==> images/wire_density.png <==
The die is cut into 22 by 22 equal tiles; black is low, pale yellow is high, scaled to the fullest tile. Values are wire area over tile area, all layers added.
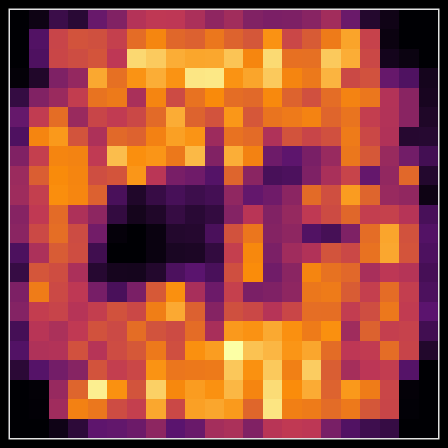
==> images/registers.png <==
(1 px per um) Other sequential cells in the stronger gray, the rest of the logic in the fainter gray.
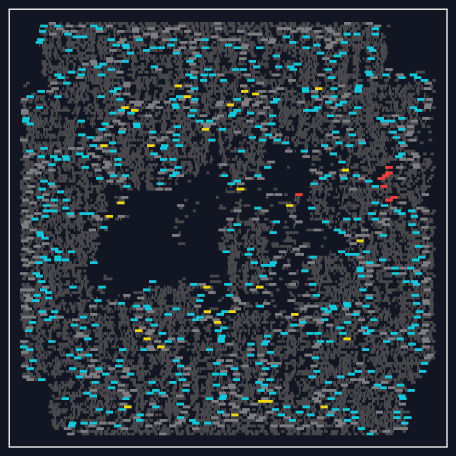
==> images/final_clocks.png <==
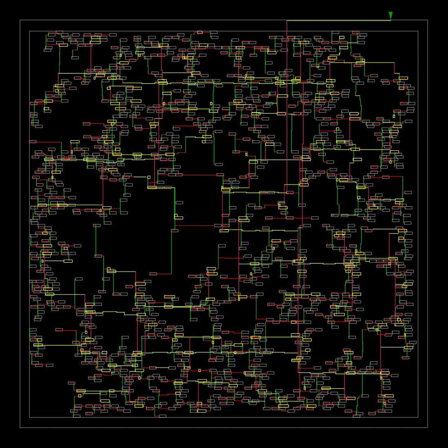
==> images/met3.png <==
(1 px per um)
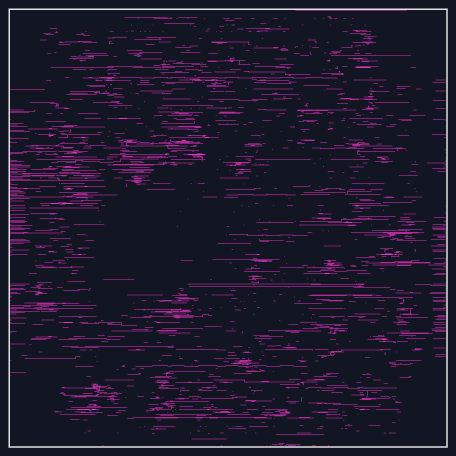
File: config.mk
export PLATFORM = sky130hd
export DESIGN_NAME = qracc_psum_accumulator
export DESIGN_NICKNAME = d
export VERILOG_FILES = /design/src/rtl/qracc_psum_accumulator.sv
export SDC_FILE = /design/constraint.sdc
export NUM_CORES = 2
export LEC_CHECK = 0
export CAP_MARGIN = 0
export CORE_MARGIN = 10
export CORE_UTILIZATION = 45
export DETAILED_ROUTE_END_ITERATION = 8
export PLACE_DENSITY = 0.73
export SLEW_MARGIN = 20
export SYNTH_ARGS = -nofsm -noshare
export SYNTH_HDL_FRONTEND = slang
export SYNTH_SLANG_ARGS = --single-unit
File: constraint.sdc
create_clock -name clk -period 7.1 [get_ports clk]
set_input_delay 1.42 -clock clk [delete_from_list [all_inputs] [get_ports clk]]
set_output_delay 1.42 -clock clk [all_outputs]
set_load 0.005 [all_outputs]
File: src/rtl/qracc_psum_accumulator.sv
// Bit-plane shift-accumulator: folds MSB-first signed ADC codes into saturating
// per-column partial sums and delivers each finished batch on a valid/ready port.
module qracc_psum_accumulator #(
    parameter int numCols    = 32,
    parameter int numAdcBits = 4,
    parameter int numCfgBits = 8,
    parameter int accBits    = 16
) (
    input  logic                           clk,
    input  logic                           rst,
    input  logic [numCfgBits-1:0]          n_input_bits_cfg,
    input  logic                           signed_cfg,
    input  logic                           adc_valid_i,
    output logic                           adc_ready_o,
    input  logic [numCols*numAdcBits-1:0]  adc_data_i,
    output logic                           out_valid_o,
    input  logic                           out_ready_i,
    output logic [numCols*accBits-1:0]     out_data_o,
    output logic [numCols-1:0]             out_sat_o
);

    localparam int WW = accBits + 2;
    localparam logic signed [WW-1:0] ACC_MAX = {3'b000, {(accBits-1){1'b1}}};
    localparam logic signed [WW-1:0] ACC_MIN = {3'b111, {(accBits-1){1'b0}}};

    typedef enum logic {ST_ACC, ST_HOLD} state_t;

    state_t                      state_q, state_d;
    logic                        adc_ready_q, adc_ready_d;
    logic [numCfgBits-1:0]       plane_cnt_q, plane_cnt_d;
    logic [numCfgBits-1:0]       n_bits_q, n_bits_d;
    logic                        signed_q, signed_d;
    logic signed [accBits-1:0]   acc_q [numCols];
    logic signed [accBits-1:0]   acc_d [numCols];
    logic [numCols-1:0]          sat_q, sat_d;
    logic                        out_valid_q, out_valid_d;
    logic [accBits-1:0]          out_data_q [numCols];
    logic [accBits-1:0]          out_data_d [numCols];
    logic [numCols-1:0]          out_sat_q, out_sat_d;

    logic                        accept;
    logic                        out_fire;
    logic                        plane0;
    logic                        last_plane;
    logic                        signed_eff;
    logic [numCfgBits-1:0]       cfg_n;
    logic [numCfgBits-1:0]       n_eff;
    logic signed [WW-1:0]        a_ext [numCols];
    logic signed [WW-1:0]        wide  [numCols];
    logic signed [accBits-1:0]   acc_step [numCols];
    logic [numCols-1:0]          sat_step;

    assign accept     = adc_valid_i && adc_ready_q;
    assign out_fire   = out_valid_q && out_ready_i;
    assign plane0     = (plane_cnt_q == '0);
    assign cfg_n      = (n_input_bits_cfg == '0) ? numCfgBits'(1) : n_input_bits_cfg;
    assign n_eff      = plane0 ? cfg_n : n_bits_q;
    assign signed_eff = plane0 ? signed_cfg : signed_q;
    assign last_plane = (plane_cnt_q == n_eff - numCfgBits'(1));

    // Per-lane step; the code is sign-extended before negation so -2^(numAdcBits-1) is safe.
    always_comb begin
        for (int unsigned k = 0; k < numCols; k++) begin
            a_ext[k] = {{(WW-numAdcBits){adc_data_i[k*numAdcBits + numAdcBits - 1]}},
                        adc_data_i[k*numAdcBits +: numAdcBits]};
            if (plane0) begin
                wide[k] = signed_eff ? -a_ext[k] : a_ext[k];
            end else begin
                wide[k] = {acc_q[k][accBits-1], acc_q[k], 1'b0} + a_ext[k];
            end
            if (wide[k] > ACC_MAX) begin
                acc_step[k] = ACC_MAX[accBits-1:0];
                sat_step[k] = 1'b1;
            end else if (wide[k] < ACC_MIN) begin
                acc_step[k] = ACC_MIN[accBits-1:0];
                sat_step[k] = 1'b1;
            end else begin
                acc_step[k] = wide[k][accBits-1:0];
                sat_step[k] = 1'b0;
            end
        end
    end

    always_comb begin
        state_d     = state_q;
        adc_ready_d = adc_ready_q;
        plane_cnt_d = plane_cnt_q;
        n_bits_d    = n_bits_q;
        signed_d    = signed_q;
        acc_d       = acc_q;
        sat_d       = sat_q;
        out_valid_d = out_valid_q;
        out_data_d  = out_data_q;
        out_sat_d   = out_sat_q;

        if (out_fire) begin
            out_valid_d = 1'b0;
        end

        case (state_q)
            ST_ACC: begin
                if (accept) begin
                    if (plane0) begin
                        n_bits_d = cfg_n;
                        signed_d = signed_cfg;
                    end
                    acc_d       = acc_step;
                    sat_d       = plane0 ? sat_step : (sat_q | sat_step);
                    plane_cnt_d = last_plane ? '0 : plane_cnt_q + numCfgBits'(1);
                    if (last_plane) begin
                        if (!out_valid_q || out_ready_i) begin
                            for (int unsigned k = 0; k < numCols; k++) begin
                                out_data_d[k] = acc_step[k];
                            end
                            out_sat_d   = plane0 ? sat_step : (sat_q | sat_step);
                            out_valid_d = 1'b1;
                        end else begin
                            state_d     = ST_HOLD;
                            adc_ready_d = 1'b0;
                        end
                    end
                end
            end
            ST_HOLD: begin
                // Finished batch waits in acc_q until the presented one is taken.
                if (out_fire) begin
                    for (int unsigned k = 0; k < numCols; k++) begin
                        out_data_d[k] = acc_q[k];
                    end
                    out_sat_d   = sat_q;
                    out_valid_d = 1'b1;
                    state_d     = ST_ACC;
                    adc_ready_d = 1'b1;
                end
            end
            default: begin
                state_d     = ST_ACC;
                adc_ready_d = 1'b1;
            end
        endcase
    end

    always_ff @(posedge clk) begin
        if (rst) begin
            state_q     <= ST_ACC;
            adc_ready_q <= 1'b1;
            plane_cnt_q <= '0;
            n_bits_q    <= numCfgBits'(1);
            signed_q    <= 1'b0;
            sat_q       <= '0;
            out_valid_q <= 1'b0;
            out_sat_q   <= '0;
            for (int unsigned k = 0; k < numCols; k++) begin
                acc_q[k]      <= '0;
                out_data_q[k] <= '0;
            end
        end else begin
            state_q     <= state_d;
            adc_ready_q <= adc_ready_d;
            plane_cnt_q <= plane_cnt_d;
            n_bits_q    <= n_bits_d;
            signed_q    <= signed_d;
            sat_q       <= sat_d;
            out_valid_q <= out_valid_d;
            out_sat_q   <= out_sat_d;
            for (int unsigned k = 0; k < numCols; k++) begin
                acc_q[k]      <= acc_d[k];
                out_data_q[k] <= out_data_d[k];
            end
        end
    end

    always_comb begin
        out_data_o = '0;
        for (int unsigned k = 0; k < numCols; k++) begin
            out_data_o[k*accBits +: accBits] = out_data_q[k];
        end
    end

    assign adc_ready_o = adc_ready_q;
    assign out_valid_o = out_valid_q;
    assign out_sat_o   = out_sat_q;

endmodule
==> impl_report.txt <==
=== SYNTHESIS / PLACE & ROUTE SUMMARY ===
----------------------------------------------------
[Final layout]
  Mi-comb count ........................ 8283
  Commonest cells after routing, fill and taps aside ........................ sky130_fd_sc_hd__nor2_1, sky130_fd_sc_hd__dfxtp_1, sky130_fd_sc_hd__nand2_1
  Area of the multi-input gates ........................ 52120 sq um
  Core Util, Final ........................ 52.87%
  Area Overhead vs Synth ........................ 16.58%
  Highest-count logic cell in the final layout ........................ sky130_fd_sc_hd__nor2_1
  Filler Cells Inserted ........................ 16340
  Layout clock buffer count ........................ 191
  Leading cell kind ........................ multi-input combinational cells
  Layout Nets ........................ 11430
  Final Instance Count excl. Fillers ........................ 13050
  Number of antenna repair diodes ........................ 17
  Share of layout cells above drive strength 1 ........................ 4.264%
  Post-route cell area ........................ 90890 sq um
  Clock buffers and inverters, area share ........................ 5.098%
  Plain + repair buffers ........................ 785
  Invs w/o clock ........................ 301
  Non-clk buf share ........................ 8.689%
  Multi-input combinational area share ........................ 57.34%

[Final timing]
  Worst slew pin tran ........................ 1.132 ns
  Final cycle utilization of the critical path ........................ 72.21%
  Worst slew slack as a fraction of its limit ........................ 24.22%
  Fin Clk Skew ........................ 0.02911 ns
  Unrepaired setup endpoints after global routing ........................ no
  Min cycle time layout ........................ 5.127 ns
  Number of pins exceeding their max-slew limit in the final report ........................ 0
  Setup TNS Final ........................ 0 ns
  Worst setup slack after layout ........................ 1.973 ns
  Hold Fails Final Rpt ........................ 0
  Maximum operating frequency ........................ 195.1 MHz
  Final worst hold slack ........................ 0.4424 ns

[Floorplan]
  Core Util at FP ........................ 45.35%
  Number of rows in the core area ........................ 152
  Chip Width ........................ 436.2 um
  Ports ........................ 687
  Number of tap instances ........................ 2310
  Die outline height ........................ 436.2 um
  Core region area ........................ 171900 sq um

[Worst setup path]
  Crit start category ........................ flop
  Start-to-end type of the worst setup path ........................ flop to flop
  Crit end category ........................ flop
  Peak per-stage delay on the critical path ........................ 0.55 ns
  Critical path data required time ........................ 7.87 ns
  Startpoint of the worst register-to-register path ........................ plane_cnt_q[1]
  Worst Path Max Fanout ........................ 41
  Cell with the largest stage delay on the worst path ........................ sky130_fd_sc_hd__and2_4
  Worst path bufs/invs ........................ 2
  Crit path DAT ........................ 5.89 ns
  Register-to-register path setup slack ........................ 1.97 ns
  Worst-path cell chain ........................ inv_1 -> ha_1 -> nor4b_4 -> and2_4 -> mux2i_1 -> ha_1 -> xor2_1 -> a21o_1 -> nand3_1 -> a2111oi_4 -> nand2_2 -> o21ai_4 -> nand2_4 -> buf_4 -> a221oi_1 -> a21o_1
  Dominant delay contributor by cell family on the critical path ........................ simple AND/OR/NAND/NOR gates
  CP startpoint ........................ plane_cnt_q[1]

[Pwr]
  Switching pwr ........................ 0.009024 W
  Power per standard cell area ........................ 256.4 nW/um^2
  Clock network power share ........................ 31.4%
  Static leakage power ........................ 36.92 nW
  Internal Power ........................ 0.01428 W
  Switching part of the total ........................ 38.72%
  Share of power burned in combinational logic ........................ 37.8%
  Combinational power ........................ 0.00881 W
  Power in the clock group ........................ 0.00733 W
  Flop pwr share ........................ 30.7%
  Group drawing the most power ........................ combinational cells
  Overall power consumption ........................ 0.02331 W
  VDD IR-drop max ........................ 0.2758 mV

[Flow run]
  Count of warning messages emitted by the tools ........................ 70
  Maxcap violations ........................ 0

[Clock tree]
  H-tree depth ........................ 4
  Maximum root-to-sink buffer count ........................ 3
  CTS tree ........................ built
  Number of clock sinks ........................ 1107
  Post-CTS setup repair buffer count ........................ 0
  Clock-pin transition on the worst setup and hold timing paths ........................ 0.06 ns
  Number of hold buffers added after cts ........................ 0
  Post-CTS resize count ........................ 0
  Clock Latency Late Sink ........................ 0.83 ns
  Root Buffer Master ........................ sky130_fd_sc_hd__clkbuf_16

[Global route]
  Number of global-route vias before repair ........................ 77210
  Global-route wire length before repair ........................ 458500 um
  Overall overflow remaining after global route ........................ 0
  GR met1 Demand/Resource ........................ 37.29%
  Pin count of the biggest net entering global routing ........................ 168
  Routing usage on met2 ........................ 47.08%
  Most Used Layer, Global Route ........................ met2
  Number of antenna violations at the first check in global routing ........................ 20

[Logic synthesis]
  Dominant combinational family ........................ AND-OR/OR-AND gates
  Post-Synth Adder-Cell Area ........................ 11.14%
  Post-synthesis instance total ........................ 10320
  Seq share, synth ........................ 28.43%
  Async set or reset register ratio after synthesis ........................ 0%
  Number of library cell types mapped by synthesis ........................ 99
  Number of nets at floorplan ........................ 11140
  Synthesized area per cell ........................ 7.553 sq um
  Synthesized-area fraction occupied by xor and xnor cells ........................ 4.179%
  AO/OA Area Share ........................ 31.34%
  Synth cell count leaders ........................ sky130_fd_sc_hd__nor2_1, sky130_fd_sc_hd__dfxtp_1, sky130_fd_sc_hd__nand2_1, sky130_fd_sc_hd__o21ai_0, sky130_fd_sc_hd__a21oi_1
  Most repeated cell in the gate-level netlist after synthesis ........................ sky130_fd_sc_hd__nor2_1
  MUX share of area ........................ 0.7431%
  Number of register bits inferred by synthesis ........................ 1107
  Largest cells by area after synthesis ........................ sky130_fd_sc_hd__dfxtp_1, sky130_fd_sc_hd__ha_1, sky130_fd_sc_hd__o21ai_0
  Fraction of the mapped netlist area in simple logic gates ........................ 19.31%
  Post-synthesis cell count from yosys ........................ 10320
  Synth warn ........................ 0
  Area share, top type ........................ 28.43%
  Number of enable-type register cells in the synthesized netlist ........................ 0
  Yosys top cell by area ........................ sky130_fd_sc_hd__dfxtp_1
  Post-synth area from yosys stat ........................ 77960 sq um
  Cell area after technology mapping ........................ 77960 sq um

[Route]
  DRC errors left ........................ 0
  Via count normalized by instance count ........................ 6.199
  DRC marker count from the first detailed-route iteration ........................ 7380
  Post-DRT Antenna Nets ........................ 0
  Router iterations before antenna repair ........................ 8

[Placement]
  Post-detail-place hpwl ........................ 209800 um
  # port buffers ........................ 686
  Number of cells in the design after placement ........................ 12790
  Placement-stage worst setup slack ........................ 1.177 ns
  Post-detailed-placement cell area ........................ 86210 sq um
  Weighted congestion reported at the end of routability-driven placement ........................ 0.9630

[Outcome]
  Run status ........................ finished, final reports clean

----------------------------------------------------
About wire_density.png:
mean over tiles: 0.27
nearly empty tiles: 5.4%
tiles over half the peak: 56%
total length of routed wires: 299400 um
GRT Overall Usage: 29.68%
routed length per instance: 22.95 um
total vias in the final route: 80870

About registers.png:
legend:
  red:
    name_in_the_netlist: plane_cnt_q
    placed_flops: 8
    where: right middle
  cyan:
    name_in_the_netlist: acc_q
    placed_flops: 512
    where: spread over the die
  yellow:
    name_in_the_netlist: sat_q
    placed_flops: 32
sequential standard cell area: 22170 sq um
Seq power: 0.00717 W
register share of the cell area: 24.39%

About final_clocks.png:
CTS buffer count: 136
total number of sequential cells: 1107

About met3.png:
share of all routed wire: 6.9%
longest straight run: 174 um
main direction: horizontal
nets with wire on the layer: 1117
GRT met3 Usage: 4.622%

[routing by layer]
metal / up-vias / wire, um / part of all wire (%)
met5: - / 9 / 0.0030
met4: 2 / 21620 / 7.2
met3: 723 / 20680 / 6.9
met2: 3416 / 133000 / 44
met1: 38400 / 124000 / 41
li1: 38330 / - / -
[registers in the layout (all words and copies together), names as in the netlist]
signal	cells
acc_q	512
out_valid_o	1
n_bits_q	8
sat_q	32
adc_ready_o	1
out_sat_o	32
plane_cnt_q	8
out_data_o	512
state_q	1
[final timing paths]
check / endpoint / cells past startpoint
worst min-delay path: out_data_o[278] / 2
worst min register to register: out_data_o[278] / 2
worst max-delay path: out_data_o[433] / 16
worst max register to register: out_data_o[433] / 16
No activity file was given, so power comes from the tool's default toggle rates.
